run_1/pdn.png
The bar under the picture is 20 µm long. Pins as bars on the die edge.
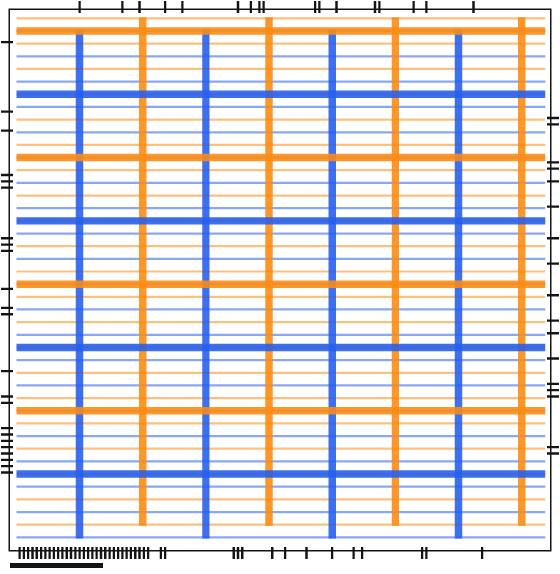
run_1/cell_classes.png
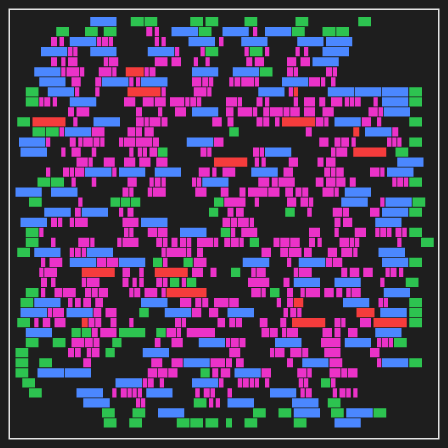
run_1/clock_map.png
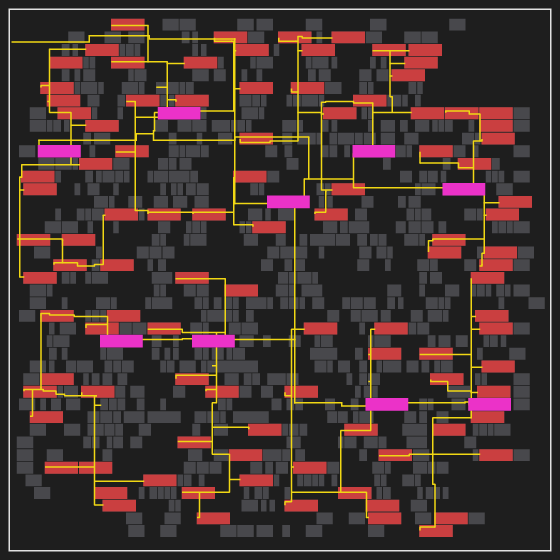
**src/rtl/apb_counter_timer.sv**
```systemverilog
// APB down-counting timer with one-shot/periodic modes and a masked level interrupt.
// Optional prescaler built when TIMER_PRESCALE_EN is defined.
module apb_counter_timer #(
    parameter int PRESCALE_W = 8
) (
    input  logic        HCLK,
    input  logic        HRESET,
    input  logic        psel,
    input  logic        penable,
    input  logic        pwrite,
    input  logic [31:0] paddr,
    input  logic [31:0] pwdata,
    output logic [31:0] prdata,
    output logic        irq
);

    localparam logic [2:0] A_LOAD     = 3'd0;
    localparam logic [2:0] A_VALUE    = 3'd1;
    localparam logic [2:0] A_CTRL     = 3'd2;
    localparam logic [2:0] A_INTCLR   = 3'd3;
    localparam logic [2:0] A_RIS      = 3'd4;
    localparam logic [2:0] A_MIS      = 3'd5;
    localparam logic [2:0] A_PRESCALE = 3'd6;

    logic [31:0] load_reg;
    logic [31:0] value_reg;
    logic        ctrl_en;
    logic        ctrl_periodic;
    logic        ctrl_ie;
    logic        ris;

    logic [2:0]  reg_sel;
    logic        wr_en;
    logic        rd_setup;
    logic        wr_load;
    logic        wr_ctrl;
    logic        wr_intclr;
    logic        tick;
    logic        zero_hit;
    logic [31:0] prescale_rd;
    logic [31:0] rd_mux;

    assign reg_sel   = paddr[4:2];
    assign wr_en     = psel & penable & pwrite;
    assign rd_setup  = psel & ~penable & ~pwrite;
    assign wr_load   = wr_en && (reg_sel == A_LOAD);
    assign wr_ctrl   = wr_en && (reg_sel == A_CTRL);
    assign wr_intclr = wr_en && (reg_sel == A_INTCLR);

`ifdef TIMER_PRESCALE_EN
    logic [PRESCALE_W-1:0] prescale_reg;
    logic [PRESCALE_W-1:0] presc_cnt;
    logic                  wr_prescale;
    logic                  unused_ok;

    assign wr_prescale = wr_en && (reg_sel == A_PRESCALE);

    // Terminal count at zero, so the first tick lands on the first enabled cycle.
    always_ff @(posedge HCLK) begin
        if (HRESET) begin
            prescale_reg <= '0;
            presc_cnt    <= '0;
        end else begin
            if (wr_prescale)
                prescale_reg <= pwdata[PRESCALE_W-1:0];
            if (!ctrl_en || wr_prescale)
                presc_cnt <= '0;
            else if (presc_cnt == '0)
                presc_cnt <= prescale_reg;
            else
                presc_cnt <= presc_cnt - 1'b1;
        end
    end

    assign tick        = ctrl_en && (presc_cnt == '0);
    assign prescale_rd = 32'(prescale_reg);
    assign unused_ok   = ^{paddr[31:5], paddr[1:0]};
`else
    logic unused_ok;

    assign tick        = ctrl_en;
    assign prescale_rd = '0;
    assign unused_ok   = ^{paddr[31:5], paddr[1:0], PRESCALE_W[0]};
`endif

    // A LOAD write in the same cycle pre-empts the tick entirely.
    assign zero_hit = tick && (value_reg == '0) && !wr_load;

    always_comb begin
        rd_mux = '0;
        case (reg_sel)
            A_LOAD:     rd_mux = load_reg;
            A_VALUE:    rd_mux = value_reg;
            A_CTRL:     rd_mux = {29'd0, ctrl_ie, ctrl_periodic, ctrl_en};
            A_RIS:      rd_mux = {31'd0, ris};
            A_MIS:      rd_mux = {31'd0, ris & ctrl_ie};
            A_PRESCALE: rd_mux = prescale_rd;
            default:    rd_mux = '0;
        endcase
    end

    always_ff @(posedge HCLK) begin
        if (HRESET) begin
            load_reg      <= '0;
            value_reg     <= '0;
            ctrl_en       <= 1'b0;
            ctrl_periodic <= 1'b0;
            ctrl_ie       <= 1'b0;
            ris           <= 1'b0;
            prdata        <= '0;
        end else begin
            if (wr_load)
                load_reg <= pwdata;
            if (wr_ctrl)
                {ctrl_ie, ctrl_periodic, ctrl_en} <= pwdata[2:0];

            if (wr_load)
                value_reg <= pwdata;
            else if (tick) begin
                if (value_reg != '0)
                    value_reg <= value_reg - 32'd1;
                else if (ctrl_periodic)
                    value_reg <= load_reg;
            end

            // Zero-reach beats INTCLR; a same-cycle CTRL write keeps its EN value.
            if (zero_hit) begin
                ris <= 1'b1;
                if (!ctrl_periodic && !wr_ctrl)
                    ctrl_en <= 1'b0;
            end else if (wr_intclr) begin
                ris <= 1'b0;
            end

            prdata <= rd_setup ? rd_mux : '0;
        end
    end

    assign irq = ris & ctrl_ie;

endmodule

```
**config.mk**
```make
export PLATFORM = sky130hd
export DESIGN_NAME = apb_counter_timer
export DESIGN_NICKNAME = d
export VERILOG_FILES = /design/src/rtl/apb_counter_timer.sv
export SDC_FILE = /design/constraint.sdc
export NUM_CORES = 1
export LEC_CHECK = 0
export CELL_PAD_IN_SITES_DETAIL_PLACEMENT = 0
export CELL_PAD_IN_SITES_GLOBAL_PLACEMENT = 1
export CORE_UTILIZATION = 38
export CTS_CLUSTER_DIAMETER = 100
export DETAILED_ROUTE_END_ITERATION = 10
export PLACE_DENSITY_LB_ADDON = 0.1
export SYNTH_ARGS = -nofsm -noshare
export SYNTH_HDL_FRONTEND = slang
export SYNTH_SLANG_ARGS = --single-unit
```
**constraint.sdc**
```tcl
create_clock -name HCLK -period 3.7 [get_ports HCLK]
set_input_delay 0.74 -clock HCLK [delete_from_list [all_inputs] [get_ports HCLK]]
set_output_delay 0.74 -clock HCLK [all_outputs]
set_load 0.02 [all_outputs]
```
==> Slide: Implementation Results, run 1 <==
Run Summary

CTS
  – Post_cts resized: 0
  – CTS tree: yes
  – Hold Buf Count CTS: 0
  – CTS H-tree lvls: 3
  – CTS sink cnt: ~100

Synthesis
  – Post-synth mux share: between 1 and 1.5%
  – Mapped Avg Cell Area: between 7 and 8 µm²
  – Yosys cell count: around 630
  – Basic Gates by Area: a little over a quarter
  – Main flop type: dfxtp_1
  – Post-synth regs: about 100
  – Mapped Nets: ~700
  – Post-Synthesis Cells: between 600 and 700

Timing
  – Final worst slack: 0.712 ns
  – Fin Setup TNS: 0 ns
  – Rel. slew slack: between 40% and 50%

Flow run
  – Tool warning count: between 50 and 60

Power
  – Peak VDD IR: 0.331 mV

Layout
  – Nonclk buf count: 97
  – Seq. cell area: 2000 µm²
  – Fraction of area in registers: 32.4%
  – Cell Count, Final, Fillers Out: ~860
  – Mi-comb count: about 460
  – Clock buffer cells: 12

Hold path
  – Hold path cells: 2

Routing
  – DR vias/cell: 5.60
  – DRT Pass-1 Iters: 5
  – DRC marker count from the first detailed-route iteration: ~340
  – Met2 routed WL: about 7000 µm

Worst setup path
  – Arrival @ worst endpoint: ~3.3 ns
  – Worst EP required: 3.97 ns
  – Buffer and inverter count on the worst path: 1
  – CP top delay family: simple AND/OR/NAND/NOR gates

Global route
  – Initial antenna violation count: 0
  – Pin count of the biggest net entering global routing: ~66

Place
  – Routability cong.: slightly above 0.8
  – Detail Placement HPWL: a little over 10,000 µm

Status
  – Outcome: completed
Notes on pdn.png above:
Key: orange = VDD; blue = VSS
42 met1 rails follow the rows. The core has 41 rows.

Notes on cell_classes.png above:
Key: green = other buffers and delay cells [cells 97, share of their area 15%]; blue = flip-flops [cells 100, share of their area 34%]; magenta = all other logic [cells 472, share of their area 46%]; red = clock drivers and dummy loads [cells 16, share of their area 5.1%]

Notes on clock_map.png above:
Key: magenta = cells driving clock nets [count 9]; red = flip-flops [count 100]; yellow = clock wires [length 1,330 µm]
There are 10 routed clock nets.

## Run 2: what changed since run 1
CORE_UTILIZATION = 34   (was 38)
clock period = 2.7 ns   (was 3.7 ns; I/O delays follow)
==> Slide: Implementation Results, run 2 <==
Run Summary

Status
  – Outcome: completed (unchanged)

Synthesis
  – Yosys cell count: 626 (unchanged)
  – YS chip area: 4940 µm² (unchanged)
  – AO/OA Area Share: 24.1% (unchanged)
  – Post-Synthesis Cells: 626 (unchanged)
  – Adder share: 0.506% (unchanged)
  – Count of library flops with an enable pin: 0 (unchanged)
  – Unique cell types: 69 (unchanged)
  – Largest area contributor in the netlist: dfxtp_1 (unchanged)
  – Post-synth mux share: 1.01% (unchanged)
  – Main flop type: dfxtp_1 (unchanged)
  – Mapped Avg Cell Area: 7.89 µm² (unchanged)
  – Commonest cells in the netlist: nor2_1, dfxtp_1, nand2_1, a21oi_1, clkbuf_1 (unchanged)
  – Mapped Nets: 697 (unchanged)
  – Basic Gates by Area: 26.6% (unchanged)
  – Post-synth regs: 100 (unchanged)

Floorplan
  – Row cnt: 43 (was 41)
  – Fp_density: 35.2% (was 39.0%)
  – Ports: 102 (unchanged)
  – Total die size: 15,000 µm² (was 13,500 µm²)
  – Die X: 123 µm (was 116 µm)

Worst setup path
  – Cell Chain, Critical Path: or4_4, or4_4, or4_4, buf_8, nor4b_4, o22a_1, nor3_2 (was or4_4, or4_4, nor3_4, buf_4, nor2_1, o311a_1, nor3_1)
  – Slowest library cell on the worst path: or4_4 (unchanged)
  – Worst EP required: 2.91 ns (was 3.97 ns)
  – Buffer and inverter count on the worst path: 1 (unchanged)
  – Arrival @ worst endpoint: 2.82 ns (was 3.26 ns)
  – Nature of the critical path endpoint: register (unchanged)
  – Setup crit start kind: register (unchanged)
  – Worst setup path class: register to register (unchanged)
  – Most frequent CP cell: or4_4 (unchanged)
  – Worst r2r dst: value_reg[25] (was value_reg[8])
  – R2R Setup Slk: 0.09 ns (was 0.71 ns)
  – CP top delay family: simple AND/OR/NAND/NOR gates (unchanged)

Power
  – Leakage power: 2.26 nW (was 2.10 nW)
  – Final Power: 0.00321 W (was 0.00236 W)
  – Peak VDD IR: 0.311 mV (was 0.331 mV)
  – Clock group power: 0.00123 W (was 0.000972 W)

Place
  – Routability cong.: 0.832 (was 0.830)
  – Detail Placement HPWL: 10,700 µm (was 10,200 µm)

CTS
  – CTS tree: yes (unchanged)
  – Clock Tree Root: clkbuf_16 (unchanged)
  – CTS sink cnt: 100 (unchanged)
  – CTS buffer count: 9 (unchanged)
  – CTS H-tree lvls: 3 (unchanged)
  – Post_cts resized: 4 (was 0)
  – Hold Buf Count CTS: 0 (unchanged)

Layout
  – Cell Count, Final, Fillers Out: 899 (was 857)
  – Seq. cell area: 2000 µm² (unchanged)
  – Fraction of area in registers: 30.8% (was 32.4%)
  – Mi-comb count: 464 (unchanged)
  – Clock buffer cells: 13 (was 12)
  – Comb area share: 42.2% (was 43.8%)
  – Nonclk buf count: 132 (was 97)
  – Cell type taking the most area: combinational gates (unchanged)
  – Final instance area: 6490 µm² (was 6170 µm²)
  – Most frequent cells in the layout: nor2_1, dfxtp_1, nand2_1 (unchanged)
  – Share of cells above drive strength 1: 14.2% (was 9.20%)
  – Commonest Layout Cell: nor2_1 (unchanged)

Hold path
  – Worst Min Path Start: load_reg[9] (was load_reg[5])
  – Hold path cells: 2 (unchanged)
  – Hold Crit Class: register to register (unchanged)

Timing
  – Final worst slack: 0.0862 ns (was 0.712 ns)
  – Post-layout min period: 2.61 ns (was 2.99 ns)
  – Slew @ Worst Pin: 0.764 ns (was 0.770 ns)
  – RSZ-0062 raised after global routing: no (unchanged)
  – Fin. Hold Viols: 0 (unchanged)
  – Fin Setup TNS: 0 ns (unchanged)
  – Rel. slew slack: 49.1% (was 48.7%)
  – Final setup viols: 0 (unchanged)

Routing
  – Met2 routed WL: 7530 µm (was 7010 µm)
  – DRC marker count from the first detailed-route iteration: 303 (was 335)
  – DRT Pass-1 Iters: 5 (unchanged)
  – DR vias/cell: 5.53 (was 5.60)
  – Total wire length: 15,800 µm (was 15,100 µm)
  – Residual DRC count: 0 (unchanged)
  – Remaining antenna violation count: 0 (unchanged)

Global route
  – Pin count of the biggest net entering global routing: 64 (was 66)
  – Initial antenna violation count: 0 (unchanged)
  – GR Util met1: 28.5% (was 32.3%)
  – GR Layer Usage met2: 36.7% (was 38.4%)
  – Grt ovf: 0 (unchanged)

Flow run
  – Tool warning count: 56 (unchanged)
run_2/cell_classes.png
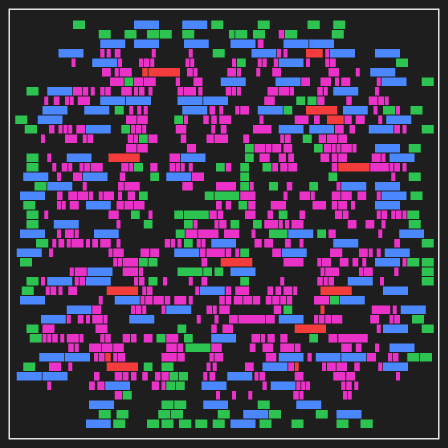
Key: red = clock drivers and dummy loads [cells 15, share of their area 4.3%]; magenta = all other logic [cells 472, share of their area 44%]; blue = flip-flops [cells 100, share of their area 32%]; green = other buffers and delay cells [cells 132, share of their area 20%]

## Run 3: what changed since run 2
CTS_BUF_LIST = sky130_fd_sc_hd__clkbuf_8 sky130_fd_sc_hd__clkbuf_16   (was default)
==> Slide: Implementation Results, run 3 <==
Run Summary

Routing
  – Total wire length: 15,800 µm (about the same)
  – Remaining antenna violation count: 0 (unchanged)
  – DRT Pass-1 Iters: 5 (unchanged)
  – Residual DRC count: 0 (unchanged)
  – Met2 routed WL: 7560 µm (was 7530 µm)
  – DRC marker count from the first detailed-route iteration: 291 (was 303)
  – DR vias/cell: 5.51 (was 5.53)

Timing
  – RSZ-0062 raised after global routing: no (unchanged)
  – Rel. slew slack: 49.4% (was 49.1%)
  – Slew @ Worst Pin: 0.759 ns (was 0.764 ns)
  – Final setup viols: 0 (unchanged)
  – Fin Setup TNS: 0 ns (unchanged)
  – Post-layout min period: 2.62 ns (was 2.61 ns)
  – Final worst slack: 0.0839 ns (was 0.0862 ns)
  – Fin. Hold Viols: 0 (unchanged)

Layout
  – Most frequent cells in the layout: nor2_1, dfxtp_1, nand2_1 (unchanged)
  – Cell Count, Final, Fillers Out: 899 (unchanged)
  – Cell type taking the most area: combinational gates (unchanged)
  – Final instance area: 6490 µm² (unchanged)
  – Commonest Layout Cell: nor2_1 (unchanged)
  – Nonclk buf count: 132 (unchanged)
  – Fraction of area in registers: 30.8% (unchanged)
  – Share of cells above drive strength 1: 14.2% (unchanged)
  – Clock buffer cells: 11 (was 13)
  – Mi-comb count: 464 (unchanged)

Synthesis
  – Post-synth regs: 100 (unchanged)
  – YS chip area: 4940 µm² (unchanged)
  – AO/OA Area Share: 24.1% (unchanged)
  – Largest area contributor in the netlist: dfxtp_1 (unchanged)
  – Yosys cell count: 626 (unchanged)
  – Post-synth mux share: 1.01% (unchanged)
  – Main flop type: dfxtp_1 (unchanged)
  – Commonest cells in the netlist: nor2_1, dfxtp_1, nand2_1, a21oi_1, clkbuf_1 (unchanged)
  – Mapped Nets: 697 (unchanged)
  – Basic Gates by Area: 26.6% (unchanged)
  – Adder share: 0.506% (unchanged)

Global route
  – Pin count of the biggest net entering global routing: 64 (unchanged)
  – Initial antenna violation count: 0 (unchanged)
  – Grt ovf: 0 (unchanged)
  – GR Layer Usage met2: 36.7% (unchanged)

Floorplan
  – Fp_density: 35.2% (unchanged)
  – Ports: 102 (unchanged)
  – Total die size: 15,000 µm² (unchanged)
  – Row cnt: 43 (unchanged)

Power
  – Peak VDD IR: 0.312 mV (was 0.311 mV)
  – Final Power: 0.00321 W (about the same)
  – Leakage power: 2.27 nW (was 2.26 nW)

Worst setup path
  – Slowest library cell on the worst path: or4_4 (unchanged)
  – Worst setup path class: register to register (unchanged)
  – CP top delay family: simple AND/OR/NAND/NOR gates (unchanged)
  – Cell Chain, Critical Path: or4_4, or4_4, or4_4, buf_8, nor4b_4, o22a_1, nor3_2 (unchanged)
  – Worst r2r dst: value_reg[25] (unchanged)
  – Nature of the critical path endpoint: register (unchanged)
  – Worst EP required: 2.91 ns (about the same)
  – R2R Setup Slk: 0.08 ns (was 0.09 ns)

CTS
  – CTS buffer count: 9 (unchanged)
  – Hold Buf Count CTS: 0 (unchanged)
  – Post_cts resized: 4 (unchanged)
  – CTS H-tree lvls: 3 (unchanged)

Hold path
  – Worst Min Path Start: load_reg[8] (was load_reg[9])
  – Hold path cells: 2 (unchanged)
  – Hold Crit Class: register to register (unchanged)

Place
  – Routability cong.: 0.832 (unchanged)
  – Detail Placement HPWL: 10,700 µm (unchanged)

Status
  – Outcome: completed (unchanged)

Flow run
  – Tool warning count: 56 (unchanged)
run_3/clock_map.png
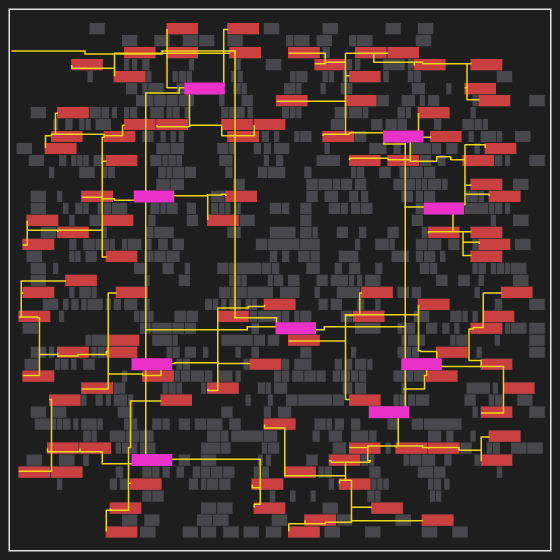
Clk pwr share: 38.1%
Clock Skew: 0.00724 ns
Skew-Pair Late Insertion Delay: 0.35 ns
clock group power: 0.00122 W

Power is estimated from default activity; no workload was simulated.
